Figure 1. Pin map (run 1).
Pins as bars across the die edge, other pins in grey.
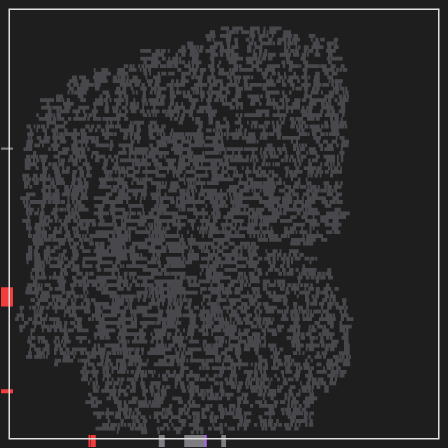
Figure 2. Cell sizes after repair (run 1).
Bar = 100 microns.
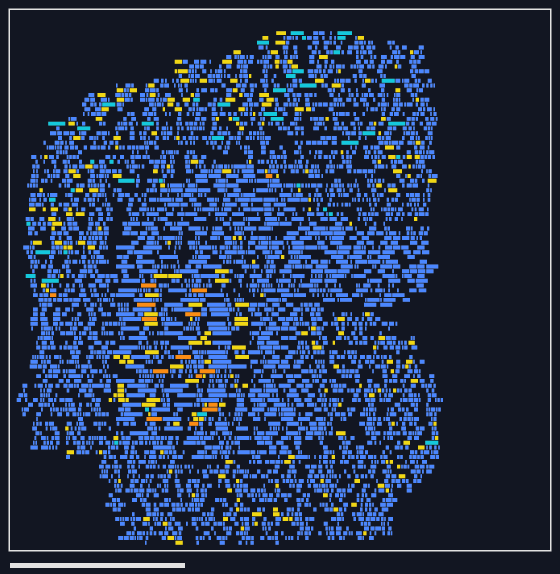
Figure 3. Met4 routing (run 1).
Bar = 100 microns.
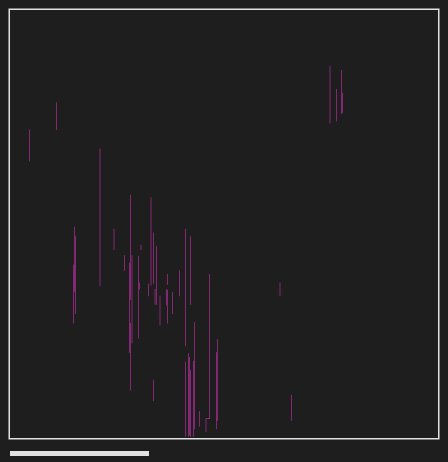
<file path="config.mk">
export PLATFORM = sky130hd
export DESIGN_NAME = ntt_stream_iter
export DESIGN_NICKNAME = d
export VERILOG_FILES = /design/src/rtl/ntt_stream_iter.sv
export SDC_FILE = /design/constraint.sdc
export NUM_CORES = 1
export LEC_CHECK = 0
export CORE_MARGIN = 2
export CORE_UTILIZATION = 35
export DETAILED_ROUTE_END_ITERATION = 7
export DONT_BUFFER_PORTS = 1
export GPL_TIMING_DRIVEN = 0
export SLEW_MARGIN = 20
export SYNTH_ARGS = -nofsm -noshare
export SYNTH_HDL_FRONTEND = slang
export SYNTH_SLANG_ARGS = --single-unit
</file>
<file path="constraint.sdc">
create_clock -name clk -period 84.3 [get_ports clk]
set_input_delay 12.645 -clock clk [delete_from_list [all_inputs] [get_ports clk]]
set_output_delay 12.645 -clock clk [all_outputs]
set_load 0.01 [all_outputs]
</file>
<file path="src/rtl/ntt_stream_iter.sv">
// Streaming N-point cyclic NTT/INTT over Z_Q: bit-reversed load, in-place radix-2 DIT
// butterflies (one per cycle), optional N^-1 scaling, natural-order unload.
module ntt_stream_iter #(
  parameter int W         = 16,
  parameter int Q         = 7681,
  parameter int N         = 4,
  parameter int LOGN      = 2,
  parameter int OMEGA     = 3383,
  parameter int OMEGA_INV = 4298,
  parameter int N_INV     = 5761
) (
  input  logic         clk,
  input  logic         rst,
  input  logic         inv,
  input  logic         in_valid,
  output logic         in_ready,
  input  logic [W-1:0] in_data,
  output logic         out_valid,
  input  logic         out_ready,
  output logic [W-1:0] out_data,
  output logic         out_last,
  output logic         busy
);

  localparam logic [2*W-1:0]  QL         = (2*W)'(Q);
  localparam logic [W-1:0]    QW         = W'(Q);
  localparam logic [W-1:0]    NI         = W'(N_INV);
  localparam logic [LOGN-1:0] LAST       = LOGN'(N - 1);
  localparam logic [LOGN-1:0] LAST_STAGE = LOGN'(LOGN - 1);

  function automatic logic [W-1:0] mod_mul(input logic [W-1:0] a, input logic [W-1:0] b);
    logic [2*W-1:0] p;
    p = {{W{1'b0}}, a} * {{W{1'b0}}, b};
    return W'(p % QL);
  endfunction

  function automatic logic [W-1:0] mod_add(input logic [W-1:0] a, input logic [W-1:0] b);
    logic [W:0] s;
    s = {1'b0, a} + {1'b0, b};
    if (s >= {1'b0, QW}) s = s - {1'b0, QW};
    return s[W-1:0];
  endfunction

  function automatic logic [W-1:0] mod_sub(input logic [W-1:0] a, input logic [W-1:0] b);
    logic [W:0] d;
    d = {1'b0, a} - {1'b0, b};
    if (d[W]) d = d + {1'b0, QW};
    return d[W-1:0];
  endfunction

  function automatic logic [W-1:0] reduce_in(input logic [W-1:0] d);
    return (d >= QW) ? d - QW : d;
  endfunction

  function automatic logic [W-1:0] pow_mod(input logic [W-1:0] base, input int e);
    logic [W-1:0] r;
    r = W'(1);
    for (int i = 0; i < e; i++) r = mod_mul(r, base);
    return r;
  endfunction

  function automatic logic [LOGN-1:0] bitrev(input logic [LOGN-1:0] v);
    logic [LOGN-1:0] r;
    for (int i = 0; i < LOGN; i++) r[i] = v[LOGN-1-i];
    return r;
  endfunction

  typedef enum logic [1:0] {S_LOAD, S_BFLY, S_SCALE, S_UNLOAD} state_t;

  state_t          state_q;
  logic [LOGN-1:0] idx_q;
  logic [LOGN-1:0] stage_q;
  logic            inv_q;
  logic [W-1:0]    mem_q [N];

  logic [W-1:0] tw_f [N/2];
  logic [W-1:0] tw_i [N/2];

  for (genvar j = 0; j < N/2; j++) begin : g_tw
    localparam logic [W-1:0] TF = pow_mod(W'(OMEGA), j);
    localparam logic [W-1:0] TI = pow_mod(W'(OMEGA_INV), j);
    assign tw_f[j] = TF;
    assign tw_i[j] = TI;
  end

  // Butterfly j of stage s pairs (top, top + 2^s) with twiddle index pos * N / 2^(s+1)
  logic [LOGN-1:0] j_w, one_w, pos_w, top_w, bot_w;
  logic [LOGN-2:0] tix_w;
  logic [W-1:0]    a_w, b_w, tw_w, t_w, bf_hi, bf_lo;

  always_comb begin
    j_w   = {1'b0, idx_q[LOGN-2:0]};
    one_w = LOGN'(1) << stage_q;
    pos_w = j_w & (one_w - LOGN'(1));
    top_w = ((j_w >> stage_q) << (stage_q + LOGN'(1))) | pos_w;
    bot_w = top_w | one_w;
    tix_w = (LOGN-1)'(pos_w << (LAST_STAGE - stage_q));
    a_w   = mem_q[top_w];
    b_w   = mem_q[bot_w];
    tw_w  = inv_q ? tw_i[tix_w] : tw_f[tix_w];
    t_w   = mod_mul(tw_w, b_w);
    bf_hi = mod_add(a_w, t_w);
    bf_lo = mod_sub(a_w, t_w);
  end

  always_ff @(posedge clk) begin
    if (rst) begin
      state_q <= S_LOAD;
      idx_q   <= '0;
      stage_q <= '0;
      inv_q   <= 1'b0;
    end else begin
      case (state_q)
        S_LOAD: if (in_valid) begin
          if (idx_q == '0) inv_q <= inv;
          idx_q <= idx_q + LOGN'(1);
          if (idx_q == LAST) state_q <= S_BFLY;
        end
        S_BFLY: begin
          if (idx_q[LOGN-2:0] == '1) begin
            idx_q <= '0;
            if (stage_q == LAST_STAGE) begin
              stage_q <= '0;
              state_q <= inv_q ? S_SCALE : S_UNLOAD;
            end else begin
              stage_q <= stage_q + LOGN'(1);
            end
          end else begin
            idx_q <= idx_q + LOGN'(1);
          end
        end
        S_SCALE: begin
          idx_q <= idx_q + LOGN'(1);
          if (idx_q == LAST) state_q <= S_UNLOAD;
        end
        S_UNLOAD: if (out_ready) begin
          idx_q <= idx_q + LOGN'(1);
          if (idx_q == LAST) state_q <= S_LOAD;
        end
        default: state_q <= S_LOAD;
      endcase
    end
  end

  // Coefficient buffer: never reset, only exposed while unloading
  always_ff @(posedge clk) begin
    case (state_q)
      S_LOAD:  if (in_valid && in_ready) mem_q[bitrev(idx_q)] <= reduce_in(in_data);
      S_BFLY: begin
        mem_q[top_w] <= bf_hi;
        mem_q[bot_w] <= bf_lo;
      end
      S_SCALE: mem_q[idx_q] <= mod_mul(mem_q[idx_q], NI);
      default: ;
    endcase
  end

  assign in_ready  = !rst && (state_q == S_LOAD);
  assign out_valid = !rst && (state_q == S_UNLOAD);
  assign out_data  = out_valid ? mem_q[idx_q] : '0;
  assign out_last  = out_valid && (idx_q == LAST);
  assign busy      = !rst && (state_q != S_LOAD);

endmodule

</file>
==> flow_summary.toml, run 1 <==
# flow metrics
[synth]
synth.top_cells.by_count = "sky130_fd_sc_hd__nor2_1, sky130_fd_sc_hd__nand2_1, sky130_fd_sc_hd__inv_1, sky130_fd_sc_hd__ha_1, sky130_fd_sc_hd__a21oi_1"
post_synth_xor_area_fraction = 0.0854
post_synth.cell_area_avg_sq_um = 7.48
synthAdderAreaFrac = 0.203
synthDominantAreaCellType = "sky130_fd_sc_hd__ha_1"
synthesis.instances = 4331
synth.area.top_cells = "sky130_fd_sc_hd__ha_1, sky130_fd_sc_hd__fa_1, sky130_fd_sc_hd__edfxtp_1"
netlist.top_cell.by_instances = "sky130_fd_sc_hd__nor2_1"
async_flop_share = 0
numSynthFlops = 73
synth_seq_share = 0.0649
enable_flop_cells = 64
post_synth_ao_oa_area_fraction = 0.268
ys_dominant_reg_cell = "sky130_fd_sc_hd__edfxtp_1"
yosys_cells = 4331
yosys-mux-area-fraction = 0.0490
simple_gate_area_frac = 0.270
synthDistinctLibCells = 144

[routing]
met1_length_microns = 47400
drt_wl_total_microns = 99100
post_drt_wl_per_cell_microns = 17.9
first_pass_iters = 5
detail_route.iter0.violations = 2678
highest_layer = "met4"
met2_length_microns = 45200
number_of_vias_after_detailed_routing = 32800
vias_per_cell = 5.92
met3_length_microns = 4850

[grt]
grt_max_degree = 17
grt_use_met3 = 0.0130
grt_use_total = 0.203
final_global_route_overflow_total = 0
first_pass_grt_wire_length_microns = 161000

[cts]
path_clk_slew_ns = 0.06
ctsHtreeMaxLevel = 3
tritoncts.num_buffers = 9
clockRootBuffer = "sky130_fd_sc_hd__clkbuf_16"
postCtsSetupBuffers = 0
cts_tree = "yes"
cts-resized-gates = 0

[die]
die-height_microns = 308
floorplan.rows = 111
die.size.x_microns = 308
io-pin-count = 41

[sta]
clock.fmax_ghz = 0.0280
finalClockPeriodUsage = 0.423
timing.final.hold_violations = 0
aggregate_negative_setup_slack_ns = 0
worst_pin_slew_ns = 1.11
slew_violations = 0
post_layout_minimum_cycle_time_ns = 35.69

[worst_setup_path]
start_kind = "register"
critPathArrivalTime_ns = 35.73
worst_path_fanout_max = 10
worst_r2r_endpoint = "mem_q[3][6]"
crit_path_start = "idx_q[0]"
critical_path_required_ns = 84.34
crit_path_end_kind = "register"
timing_worst_setup_path_type = "reg -> reg"
crit_end = "mem_q[3][6]"

[hold_path]
hold_path_class = "reg -> reg"
number_of_cells_traversed_by_the_worst_hold_path = 2
worst_hold_path.endpoint = "stage_q[1]"

[final_layout]
flow.area_growth_from_synthesis_pct = 5.77
antenna-diode-count = 0
post_route_cells_drive_above_1_share = 0.0692
most_frequently_placed_logic_cell_in_the_final_layout = "sky130_fd_sc_hd__nor2_1"
final_cell_mix = "sky130_fd_sc_hd__nor2_1, sky130_fd_sc_hd__nand2_1, sky130_fd_sc_hd__inv_1, sky130_fd_sc_hd__ha_1, sky130_fd_sc_hd__a21oi_1"
layout.filler_cells = 9730
design.final.nets = 4790
register_area_sq_um = 2100

[placed_design]
portBuffers = 0

[job]
log.warning_count = 59
drv.max_cap_violation_count = 0

[outcome]
status = "complete, no violations"
## Picture notes: Figure 1
red -> `in_data`  # pins 16, direction input, edge 12 west, 4 south
purple -> `out_valid`  # pins 1, direction output, edge south

## Picture notes: Figure 2
cyan -> _3 and _4 cells  # cells 43, share 0.99%
orange -> _6 and larger  # cells 15, share 0.34%
blue -> _0 and _1 cells  # cells 4,051, share 93%
yellow -> _2 cells  # cells 243, share 5.6%

## Picture notes: Figure 3
share of all routed wire = 1.8%
nets with wire on the layer = 38
main direction = vertical

run 1: layout make-up:
cell class / count / area share
Tap cell: 1186 / 0.0433
Multi-Input combinational cell: 3766 / 0.829
Inverter: 354 / 0.0388
Timing Repair Buffer: 3 / 0.00120
Sequential cell: 73 / 0.0613
Clock buffer: 9 / 0.00657
Buffer: 140 / 0.0179
Clock inverter: 7 / 0.00179
run 1: through the flow:
stage	hold slack, ns	setup WS, ns
final	0.522	48.61
after global routing	0.554	45.72
after CTS	0.522	49.05
after detailed placement	0.518	49.22
after global placement	0.502	49.01
after floorplan	0.479	55.36
run 1: state kept, by name, indices dropped and copies added (netlist names), named ones only:
register	cells
mem_q	64
idx_q	2
stage_q	2
state_q	2
inv_q	1
--- run 2 (diff from run 1) ---
Clock period 84.3 ns to 34.2 ns, I/O delays scaled along.
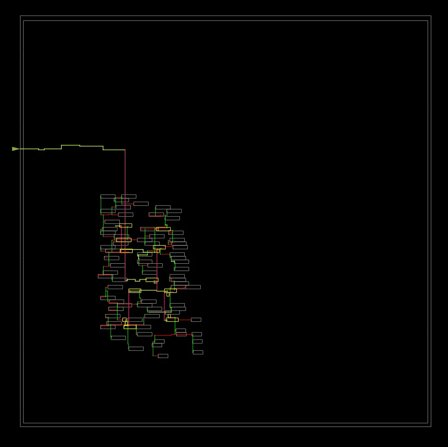
Figure 4: run 2, clock routing.
clock buffer count from CTS: 9

==> run 2 against run 1 <==
Net effect:
- via count increased by 0.83%
- first-iteration DRC count decreased by 8.8%
- die size unchanged
- synthesized cell count unchanged
- global-route usage about the same
- largest cell class unchanged
- hold slack improved by 0.040 ns
- core utilization increased by 1.0 points
- worst setup slack got worse by 47 ns
- wire length increased by 1.0%
- critical path type unchanged
- critical endpoint is now mem_q[0][15]
==> flow_summary.toml, run 2 <==
# flow metrics
[routing]
post_drt_wl_per_cell_microns = 18.0
vias_per_cell = 5.94
drt_wl_total_microns = 100000

[final_layout]
dominant_kind_of_cell = "combinational gates"
final_cell_mix = "sky130_fd_sc_hd__nor2_1, sky130_fd_sc_hd__nand2_1, sky130_fd_sc_hd__inv_1, sky130_fd_sc_hd__ha_1, sky130_fd_sc_hd__a21oi_1"
area.share.sequential = 0.0597
ff_count = 73
clock_network_area_fraction = 0.00813
num-nonclk-buffers = 174
non_clock_buffering_overhead = 0.0259
comb_area_frac = 0.826
antenna-diode-count = 0
largest_register_ffs = 64
flow.area_growth_from_synthesis_pct = 8.68
register_area_sq_um = 2100
comb.multi_input.count = 3767

[die]
tapCellCount = 1186

[sta]
clock.fmax_ghz = 0.0309
post_layout_minimum_cycle_time_ns = 32.39
aggregate_negative_setup_slack_ns = 0
final.setup.worst_slack_ns = 1.81

[cts]
cts_tree = "yes"
postCtsSetupBuffers = 3

[synth]
ys_dominant_reg_cell = "sky130_fd_sc_hd__edfxtp_1"
synthDistinctLibCells = 144
yosys_cells = 4331
synthesis.instances = 4331
synth_seq_share = 0.0649
synthDominantAreaCellType = "sky130_fd_sc_hd__ha_1"
post_synth.cell_area_avg_sq_um = 7.48

[worst_setup_path]
critPathArrivalTime_ns = 32.45
timing_worst_setup_path_type = "reg -> reg"
worst_path_fanout_max = 10
start_kind = "register"
crit_path_start = "stage_q[0]"

[placed_design]
place_ws_ns = -0.884

[outcome]
status = "complete, no violations"

[grt]
grt_max_degree = 17
first_pass_grt_wire_length_microns = 161000

[hold_path]
worst_hold_path.endpoint = "stage_q[1]"

[pwr]
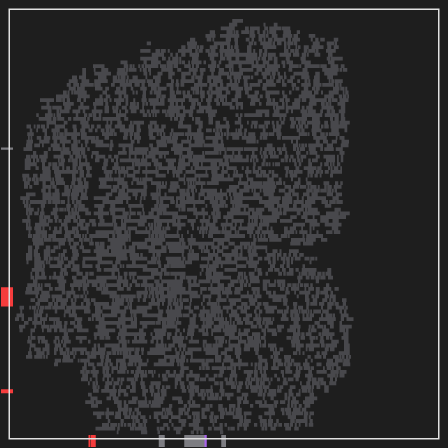
Figure 5: run 2, pin map.
Pins as bars across the die edge, other pins in grey.
number of buffer cells added on primary ports: 0
Die Y-Extent: 308 microns
width of the die: 308 microns

run 2: cell counts after synthesis:
Identical to the previous run, type by type.
run 2: kinds of logic after synthesis:
group	count (synthesis)	synth area share
and+or+nand+nor	1711	0.270
AOI/OAI and AO/OA	1179	0.268
buffers and inverters	494	0.0599
adders and majority gates	433	0.203
xor gates and xnor gates	311	0.0854
muxes	129	0.0490
DFF	73	0.0649
other	1	0.000116
run 2: layer usage:
| metal | track usage | share of wire |
|---|---|---|
| met2 | 0.335 | 0.46 |
| met1 | 0.290 | 0.48 |
| met4 | 0.0408 | 0.020 |
| met3 | 0.0118 | 0.046 |
| met5 | 0 | 0 |
